**Signal wires on met2**

Drawn at 1 px/um. Cells faint in the background.
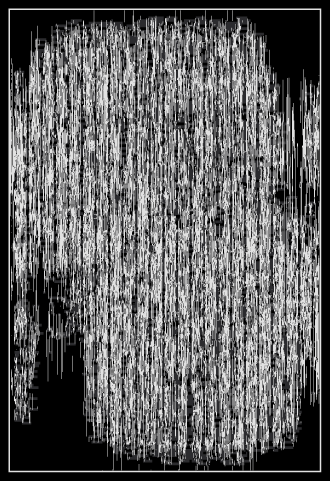
**Metal 3**

Drawn at 1 px/um.
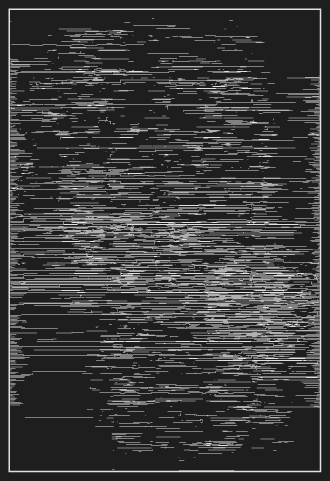
==> config.mk <==
export PLATFORM = sky130hd
export DESIGN_NAME = soc_trace_collector
export DESIGN_NICKNAME = d
export VERILOG_FILES = /design/src/rtl/soc_trace_collector.sv
export SDC_FILE = /design/constraint.sdc
export NUM_CORES = 2
export LEC_CHECK = 0
export ABC_CLOCK_PERIOD_IN_PS = 9500
export CORE_ASPECT_RATIO = 1.5
export CORE_MARGIN = 4
export CORE_UTILIZATION = 55
export CTS_BUF_LIST = sky130_fd_sc_hd__clkbuf_8
export CTS_CLUSTER_SIZE = 16
export DETAILED_ROUTE_END_ITERATION = 8
export DONT_BUFFER_PORTS = 1
export PLACE_DENSITY = 0.7
export SLEW_MARGIN = 20
export SYNTH_ARGS = -nofsm -noshare
export SYNTH_HDL_FRONTEND = slang
export SYNTH_SLANG_ARGS = --single-unit
==> constraint.sdc <==
create_clock -name clk -period 9.5 [get_ports clk]
set_clock_uncertainty 0.15 [all_clocks]
set_input_delay 2.375 -clock clk [delete_from_list [all_inputs] [get_ports clk]]
set_output_delay 2.375 -clock clk [all_outputs]
set_load 0.01 [all_outputs]
==> metrics.cfg <==
[outcome]
status = complete, no violations

[synthesis]
yosys_area_sq_um = 75100
aoi_share = 0.122
yosys.area.top_type_share = 0.652
enable_flop_cells = 1632
ys_sh_mux = 0.0528
syn_inst = 5336
synth_top_cell_by_count = edfxtp_1
fp_nets = 5767
async_reset_ff_frac = 0.0993
adder_share = 0.00706
synth_area_per_cell_sq_um = 14.1

[setup_path]
cp_cell_sequence = nor4_1 -> nand3_1 -> nor4_2 -> o21ai_0 -> a21oi_1 -> nand2b_1 -> nor2_4 -> buf_12
crit_family = simple AND/OR/NAND/NOR gates
reg2reg_slack_ps = 2790
path_buffers = 1
cp_slowest_stage_delay_ps = 1080
cp.depth = 8

[route]
viasPerCell = 6.96
dr.max_layer_used = met5

[global_routing]
antenna_found_initial = 58
grt_usage = 0.366

[sta]
hold_viol = 0
rsz0062_at_grt = false

[floorplanning]
die-area_sq_um = 143000
core_sq_um = 135000
core.rowCount = 165

[cells_and_area]
drive_above_1_share = 0.146
final_cell_mix = 1632 x edfxtp_1, 818 x nand2_1, 727 x a21oi_1, 307 x clkbuf_8, 261 x mux2_2
final_nets = 5789
seq_share = 0.648

[clock_tree]
clock-sinks = 1812
clock_latency_ps = 1020

[pwr]
pwr-share-seq = 0.312
switchingPower_w = 0.0127

[placement]
gp_congestion = 0.940
placedInstanceArea_sq_um = 77300

## Picture notes: 'signal wires on met2'
longest straight run: 127 um
wire length on this layer: 118 mm
drt total wl: 265000 um
via count: 51192

## Picture notes: 'metal 3'
longest straight run: 274 um
wire length on this layer: 42.4 mm
nets with wire on the layer: 1068
grt met3 use: 0.163

Power and IR drop assume default switching activity.
